--- src/rtl/line_follow_sequencer.sv ---
// Run controller for the line follower: arms the motors, gates the PID onto the
// servo path, substitutes a fixed search turn when the line is lost and parks on stop/fault.
module line_follow_sequencer #(
  parameter int unsigned        TICK_DIV        = 100000,
  parameter int unsigned        ARM_MS          = 500,
  parameter int unsigned        LOST_CONFIRM_MS = 20,
  parameter int unsigned        SEARCH_MS       = 2000,
  parameter logic signed [10:0] SEARCH_CMD      = 11'sd300
) (
  input  logic               clk,
  input  logic               rst,
  input  logic               start,
  input  logic               stop,
  input  logic [3:0]         sensor,
  input  logic signed [10:0] pid_output,
  output logic signed [10:0] cmd_output,
  output logic               pid_rst,
  output logic               motor_en,
  output logic               fault,
  output logic [2:0]         state
);

  typedef enum logic [2:0] {
    StIdle   = 3'd0,
    StArm    = 3'd1,
    StFollow = 3'd2,
    StSearch = 3'd3,
    StHalt   = 3'd4
  } state_e;

  localparam int unsigned   PW         = (TICK_DIV > 1) ? $clog2(TICK_DIV) : 1;
  localparam logic [PW-1:0] PRESC_LAST = PW'(TICK_DIV - 1);
  localparam logic [15:0]   ARM_LIM    = 16'(ARM_MS);
  localparam logic [15:0]   LOST_LIM   = 16'(LOST_CONFIRM_MS);
  localparam logic [15:0]   SEARCH_LIM = 16'(SEARCH_MS);

  state_e               state_q, state_d;
  logic                 start_q;
  logic                 last_side_q, last_side_d;
  logic [PW-1:0]        presc_q, presc_d, presc_inc;
  logic [15:0]          ms_q, ms_d, ms_inc;
  logic signed [10:0]   cmd_q, cmd_d;
  logic                 motor_en_q, motor_en_d;
  logic                 pid_rst_q, pid_rst_d;
  logic                 fault_q, fault_d;
  logic                 start_edge, line, tick, clear;

  always_comb begin
    start_edge = start & ~start_q;
    line       = |sensor;
    tick       = (presc_q == PRESC_LAST);
    presc_inc  = tick ? '0 : presc_q + PW'(1);
    // Transition thresholds look at the post-tick count so a limit of N ms
    // leaves the state exactly N*TICK_DIV cycles after the counters cleared.
    ms_inc     = (tick && (ms_q != 16'hFFFF)) ? ms_q + 16'd1 : ms_q;

    state_d     = state_q;
    last_side_d = last_side_q;

    case (state_q)
      StIdle:   if (start_edge) state_d = StArm;
      StArm:    if (ms_inc >= ARM_LIM) state_d = StFollow;
      StFollow: if (!line && (ms_inc >= LOST_LIM)) state_d = StSearch;
      StSearch: begin
        if (line) begin
          state_d = StFollow;
        end else if (ms_inc >= SEARCH_LIM) begin
          state_d = StHalt;
        end
      end
      StHalt:   if (start_edge) state_d = StArm;
      default:  state_d = StIdle;
    endcase

    if (stop) state_d = StIdle;

    if ((state_q == StArm) || (state_q == StFollow)) begin
      if (sensor[3] && !sensor[0]) begin
        last_side_d = 1'b0;
      end else if (sensor[0] && !sensor[3]) begin
        last_side_d = 1'b1;
      end
    end

    // In FOLLOW any line sighting restarts the loss confirmation window.
    clear   = stop || (state_d != state_q) || ((state_q == StFollow) && line);
    presc_d = clear ? '0 : presc_inc;
    ms_d    = clear ? '0 : ms_inc;

    cmd_d      = '0;
    motor_en_d = 1'b0;
    pid_rst_d  = 1'b1;
    fault_d    = 1'b0;
    case (state_d)
      StFollow: begin
        cmd_d      = pid_output;
        motor_en_d = 1'b1;
        pid_rst_d  = 1'b0;
      end
      StSearch: begin
        cmd_d      = last_side_d ? SEARCH_CMD : -SEARCH_CMD;
        motor_en_d = 1'b1;
      end
      StHalt:   fault_d = 1'b1;
      default:  ;
    endcase
  end

  always_ff @(posedge clk) begin
    if (rst) begin
      state_q     <= StIdle;
      start_q     <= 1'b0;
      last_side_q <= 1'b0;
      presc_q     <= '0;
      ms_q        <= '0;
      cmd_q       <= '0;
      motor_en_q  <= 1'b0;
      pid_rst_q   <= 1'b1;
      fault_q     <= 1'b0;
    end else begin
      state_q     <= state_d;
      start_q     <= start;
      last_side_q <= last_side_d;
      presc_q     <= presc_d;
      ms_q        <= ms_d;
      cmd_q       <= cmd_d;
      motor_en_q  <= motor_en_d;
      pid_rst_q   <= pid_rst_d;
      fault_q     <= fault_d;
    end
  end

  assign cmd_output = cmd_q;
  assign motor_en   = motor_en_q;
  assign pid_rst    = pid_rst_q;
  assign fault      = fault_q;
  assign state      = state_q;

endmodule

--- config.mk ---
export PLATFORM = sky130hd
export DESIGN_NAME = line_follow_sequencer
export DESIGN_NICKNAME = d
export VERILOG_FILES = /design/src/rtl/line_follow_sequencer.sv
export SDC_FILE = /design/constraint.sdc
export NUM_CORES = 1
export LEC_CHECK = 0
export ABC_AREA = 1
export CORE_ASPECT_RATIO = 0.6
export CORE_MARGIN = 2
export CORE_UTILIZATION = 55
export DETAILED_ROUTE_END_ITERATION = 8
export PLACE_DENSITY_LB_ADDON = 0.12
export SYNTH_ARGS = -nofsm -noshare
export SYNTH_HDL_FRONTEND = slang
export SYNTH_SLANG_ARGS = --single-unit
--- constraint.sdc ---
create_clock -name clk -period 7 [get_ports clk]
set_clock_uncertainty 0.2 [all_clocks]
set_input_delay 1.75 -clock clk [delete_from_list [all_inputs] [get_ports clk]]
set_output_delay 1.75 -clock clk [all_outputs]
set_load 0.01 [all_outputs]
==> results_slide.txt, run 1 <==
Key Metrics from the Run

Global routing
  – Global-route wire length before repair: 10960 um
  – Met3 GRT Util: 7.383%
  – Vias in the first global route: 2399
  – Largest net degree at the start of global routing: 19
  – Congestion Overflow GR: 0

Outcome
  – Status: complete, no violations

Synth
  – Flops & latches, synth: 52
  – Yosys stat cell total: 457
  – Floorplan Nets: 478
  – Yosys top cell by instances: nand2_1
  – Post-synth EDFFs: 0
  – Chip Area, Yosys: 3058 sq um
  – Top logic family: simple AND/OR/NAND/NOR gates
  – Ys async rst share: 0%

Run
  – Tool warnings: 26

Floorplanning
  – Die H: 61.76 um
  – Die W: 100.3 um
  – Ports: 36

Drt
  – Remaining antenna violation count: 0
  – Final wirelength: 6578 um
  – DRT met1 WL: 3293 um
  – Number of DRC markers in iteration 0: 156

STA
  – Worst-margin pin slew: 571.8 ps
  – Unrepaired setup endpoints after global routing: false
  – Final tally of setup violations: 0
  – Fin. max-slew vios: 0
  – Setup WS post-layout: 2972 ps
  – Final hold vios: 0

Pwr
  – Max power group: registers
  – Net Sw Frac: 25.46%

CTS
  – H-tree Lvls: 2
  – CTS tree: built
  – Setup Buffers After CTS: 0

Final layout
  – Max reg flops: 17
  – Combinational gate count: 330
  – Top cell excl fill/tap: nand2_1
  – Seq cells: 52

Setup path
  – R2R setup slack: 3600 ps
  – Critical path buffer and inverter count: 3
  – Setup crit end: presc_q[13]
  – Worst endpoint required time: 7050 ps

Place
  – Post-DP HPWL: 5030 um
  – RD Place Congestion: 0.8539

Min path
  – Worst hold start: presc_q[0]
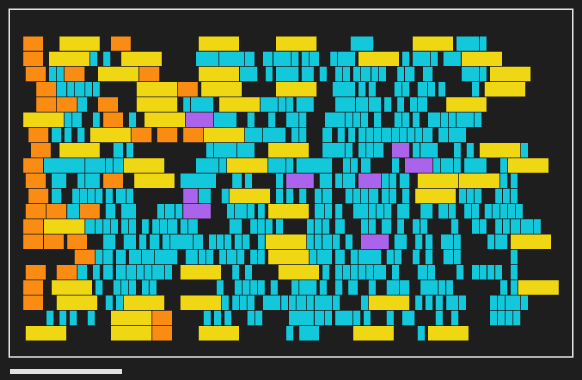
**Above:** run 1 (cell classes on the final placement).
Bar = 20 um.
[registers] yellow | cells: 52
[clock drivers and dummy loads] purple | cells: 8
[remaining buffers and delay cells] orange | cells: 35
[remaining logic cells] cyan | cells: 399

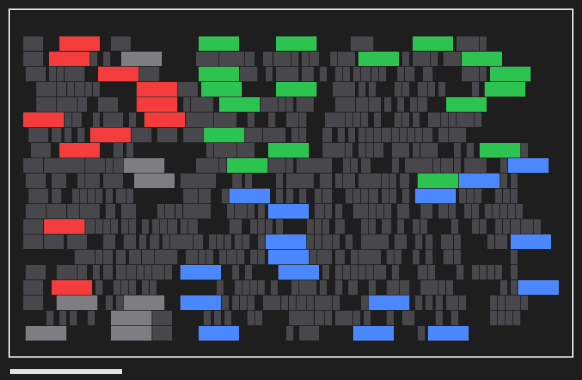
**Above:** run 1 (sequential cells grouped by signal name).
Bar = 20 um.
[`cmd_output`] red | flops: 11
[`ms_q`] blue | flops: 16
[`presc_q`] green | flops: 17
FF+latch area: 1041 sq um
sequential cell area share: 29.56%
final core utilization: 67.67%
Seq. pwr: 0.298 mW

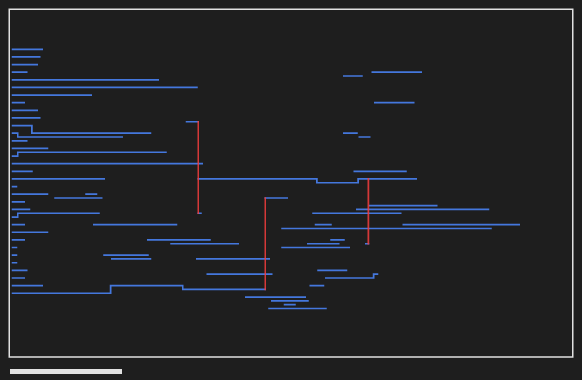
**Above:** run 1 (wiring by layer).
Bar = 20 um. Only two layers are drawn.
[M4] red | wire length: 44.2 um
[M3] blue | wire length: 679 um

## Run 2: what changed since run 1
==> constraint.sdc (replaced) <==
create_clock -name clk -period 4.1 [get_ports clk]
set_clock_uncertainty 0.2 [all_clocks]
set_input_delay 1.025 -clock clk [delete_from_list [all_inputs] [get_ports clk]]
set_output_delay 1.025 -clock clk [all_outputs]
set_load 0.01 [all_outputs]
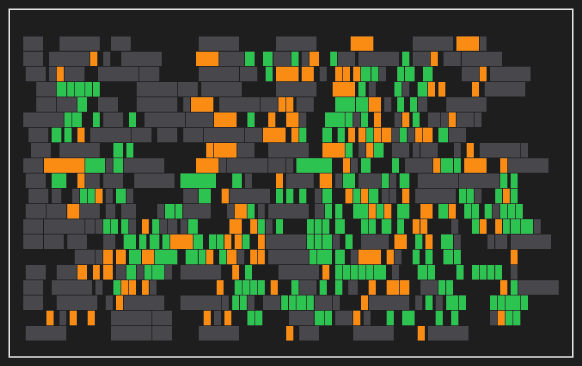
**Above:** run 2 (selected gate families).
[nand cells] green | cells: 185 | most used: nand2_1
[nor cells] orange | cells: 110 | most used: nor2_1 | where: spread over the die

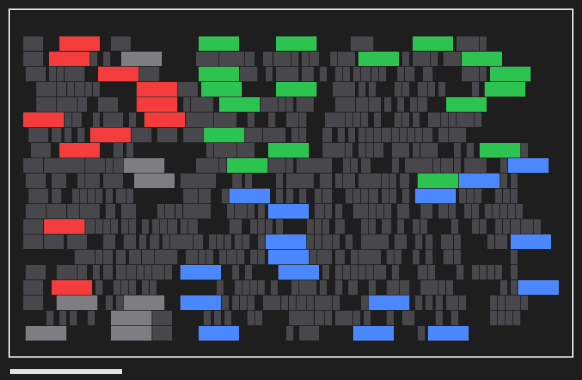
**Above:** run 2 (sequential cells grouped by signal name).
Bar = 20 um.
[`presc_q`] green | flops: 17
[`ms_q`] blue | flops: 16
[`cmd_output`] red | flops: 11
not coloured: 8
Seq. pwr: 0.509 mW

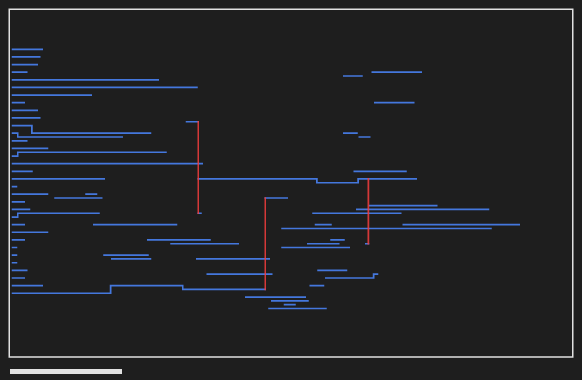
**Above:** run 2 (wiring by layer).
Bar = 20 um. Only two layers are drawn.
[M4] red | wire length: 44.2 um
[M3] blue | wire length: 679 um

==> results_slide.txt, run 2 <==
Key Metrics from the Run

Synth
  – Post-synth EDFFs: 0 (unchanged)
  – Yosys stat cell total: 457 (unchanged)
  – Dominant register cell: dfxtp_1
  – Ys async rst share: 0% (unchanged)
  – Top logic family: simple AND/OR/NAND/NOR gates
  – Flops & latches, synth: 52 (unchanged)
  – Floorplan Nets: 478 (unchanged)
  – Chip Area, Yosys: 3058 sq um (unchanged)
  – Multiplexer share: 0.3273%
  – Commonest cells in the netlist: 124 x nand2_1, 75 x nor2_1, 63 x inv_1

STA
  – Unrepaired setup endpoints after global routing: false
  – Setup WS post-layout: 695.5 ps (-2277 ps)
  – Worst-margin pin slew: 571.8 ps (unchanged)
  – Final tally of setup violations: 0 (unchanged)
  – Final hold vios: 0 (unchanged)

Setup path
  – Worst endpoint required time: 4150 ps (-2900 ps)
  – R2R setup slack: 700 ps (-2900 ps)
  – Critical path buffer and inverter count: 0 (-3)
  – Setup crit end: presc_q[13]

Pwr
  – Net Sw Frac: 25.46% (about the same)
  – P_sw: 0.2245 mW
  – Power per Cell Area: 250.3 nW/um^2
  – Max power group: registers

Final layout
  – Max reg flops: 17 (unchanged)
  – Sequential cell area share: 29.56% (unchanged)
  – FF+latch area: 1041 sq um (unchanged)
  – Seq cells: 52 (unchanged)
  – Final core utilization: 67.67% (unchanged)
  – Combinational gate count: 330 (unchanged)

CTS
  – Setup Buffers After CTS: 0 (unchanged)
  – CTS tree: built
  – H-tree Lvls: 2 (unchanged)

Floorplanning
  – Die H: 61.76 um (unchanged)
  – Ports: 36 (unchanged)
  – Die W: 100.3 um (unchanged)
  – Initial Utilization: 58.75%

Outcome
  – Status: complete, no violations

Drt
  – Remaining antenna violation count: 0 (unchanged)
  – DRT met1 WL: 3293 um (unchanged)
  – Final wirelength: 6578 um (unchanged)
  – Number of DRC markers in iteration 0: 156 (unchanged)

Place
  – Post-DP HPWL: 5030 um (unchanged)

Run
  – Tool warnings: 26 (unchanged)

Global routing
  – Largest net degree at the start of global routing: 19 (unchanged)
  – Global-route wire length before repair: 10960 um (unchanged)
  – Vias in the first global route: 2399 (unchanged)

Min path
  – Worst hold start: presc_q[0]
**Run 2: cell classes on the final placement**

Bar = 20 um.
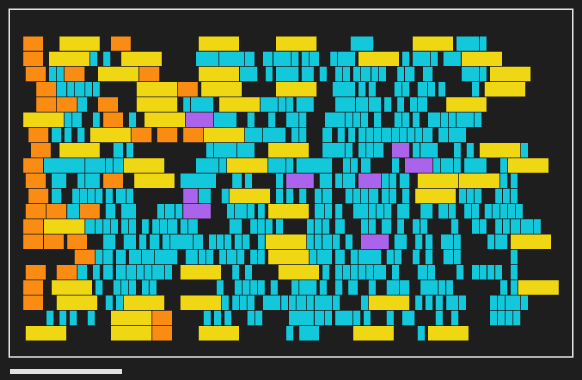

## Run 3: what changed since run 2
==> constraint.sdc (replaced) <==
create_clock -name clk -period 3.44 [get_ports clk]
set_clock_uncertainty 0.2 [all_clocks]
set_input_delay 0.86 -clock clk [delete_from_list [all_inputs] [get_ports clk]]
set_output_delay 0.86 -clock clk [all_outputs]
set_load 0.01 [all_outputs]
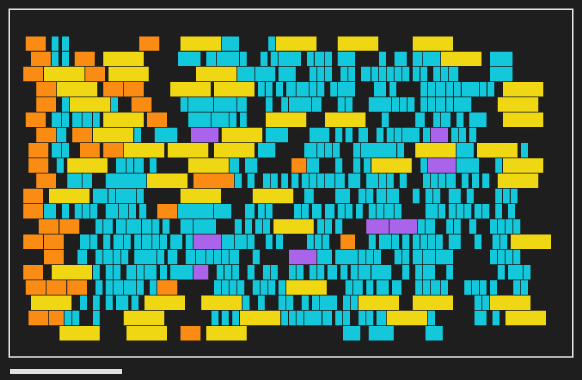
**Above:** run 3 (cell classes on the final placement).
Bar = 20 um.
[registers] yellow | cells: 52
[clock drivers and dummy loads] purple | cells: 8
[remaining buffers and delay cells] orange | cells: 39
[remaining logic cells] cyan | cells: 399
num rows: 20
sequential cell area share: 29.16%

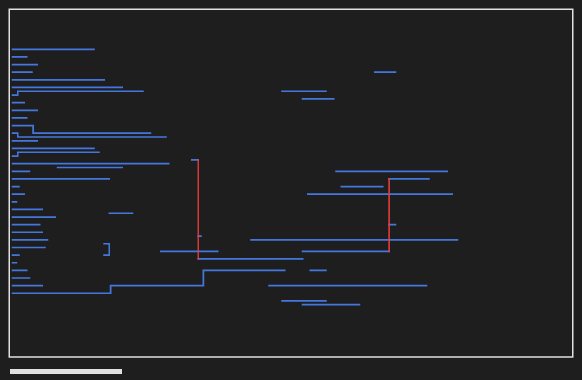
**Above:** run 3 (wiring by layer).
Bar = 20 um. Only two layers are drawn.
[M3] blue | wire length: 564 um
[M4] red | wire length: 30.6 um
final wirelength: 6399 um
Via Count: 2747

==> results_slide.txt, run 3 <==
Key Metrics from the Run

Pwr
  – Net Sw Frac: 24.97% (-0.49 points)
  – Power per Cell Area: 293.8 nW/um^2 (+17%)

Drt
  – Number of DRC markers in iteration 0: 171 (+9.6%)
  – Remaining antenna violation count: 0 (unchanged)
  – DRT met1 WL: 3266 um (-0.82%)

Synth
  – Commonest cells in the netlist: 124 x nand2_1, 75 x nor2_1, 63 x inv_1
  – Post-synth EDFFs: 0 (unchanged)
  – Floorplan Nets: 478 (unchanged)
  – Yosys stat cell total: 457 (unchanged)
  – Multiplexer share: 0.3273% (unchanged)
  – Ys async rst share: 0% (unchanged)
  – Top logic family: simple AND/OR/NAND/NOR gates

Final layout
  – Max reg flops: 17 (unchanged)
  – Seq cells: 52 (unchanged)
  – Combinational gate count: 330 (unchanged)
  – FF+latch area: 1041 sq um (unchanged)

CTS
  – Setup Buffers After CTS: 0 (unchanged)
  – H-tree Lvls: 2 (unchanged)

Setup path
  – Critical path buffer and inverter count: 1 (+1)
  – Worst endpoint required time: 3490 ps (-660 ps)
  – R2R setup slack: 290 ps (-400 ps)

Min path
  – Worst hold start: presc_q[0]

STA
  – Unrepaired setup endpoints after global routing: false
  – Final tally of setup violations: 0 (unchanged)
  – Worst-margin pin slew: 564.9 ps (-6.902 ps)

Floorplanning
  – Initial Utilization: 58.75% (unchanged)
  – Die W: 100.3 um (unchanged)

Global routing
  – Vias in the first global route: 2374 (-1.0%)

Outcome
  – Status: complete, no violations
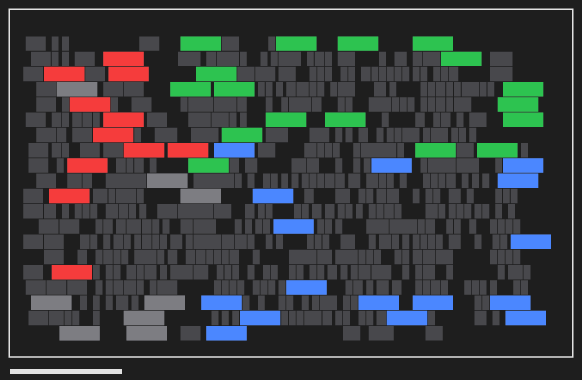
**Above:** run 3 (sequential cells grouped by signal name).
Bar = 20 um.
[`ms_q`] blue | flops: 16
[`cmd_output`] red | flops: 11
[`presc_q`] green | flops: 17
Seq. pwr: 0.607 mW
final core utilization: 68.58%

Power is estimated from default activity; no workload was simulated.
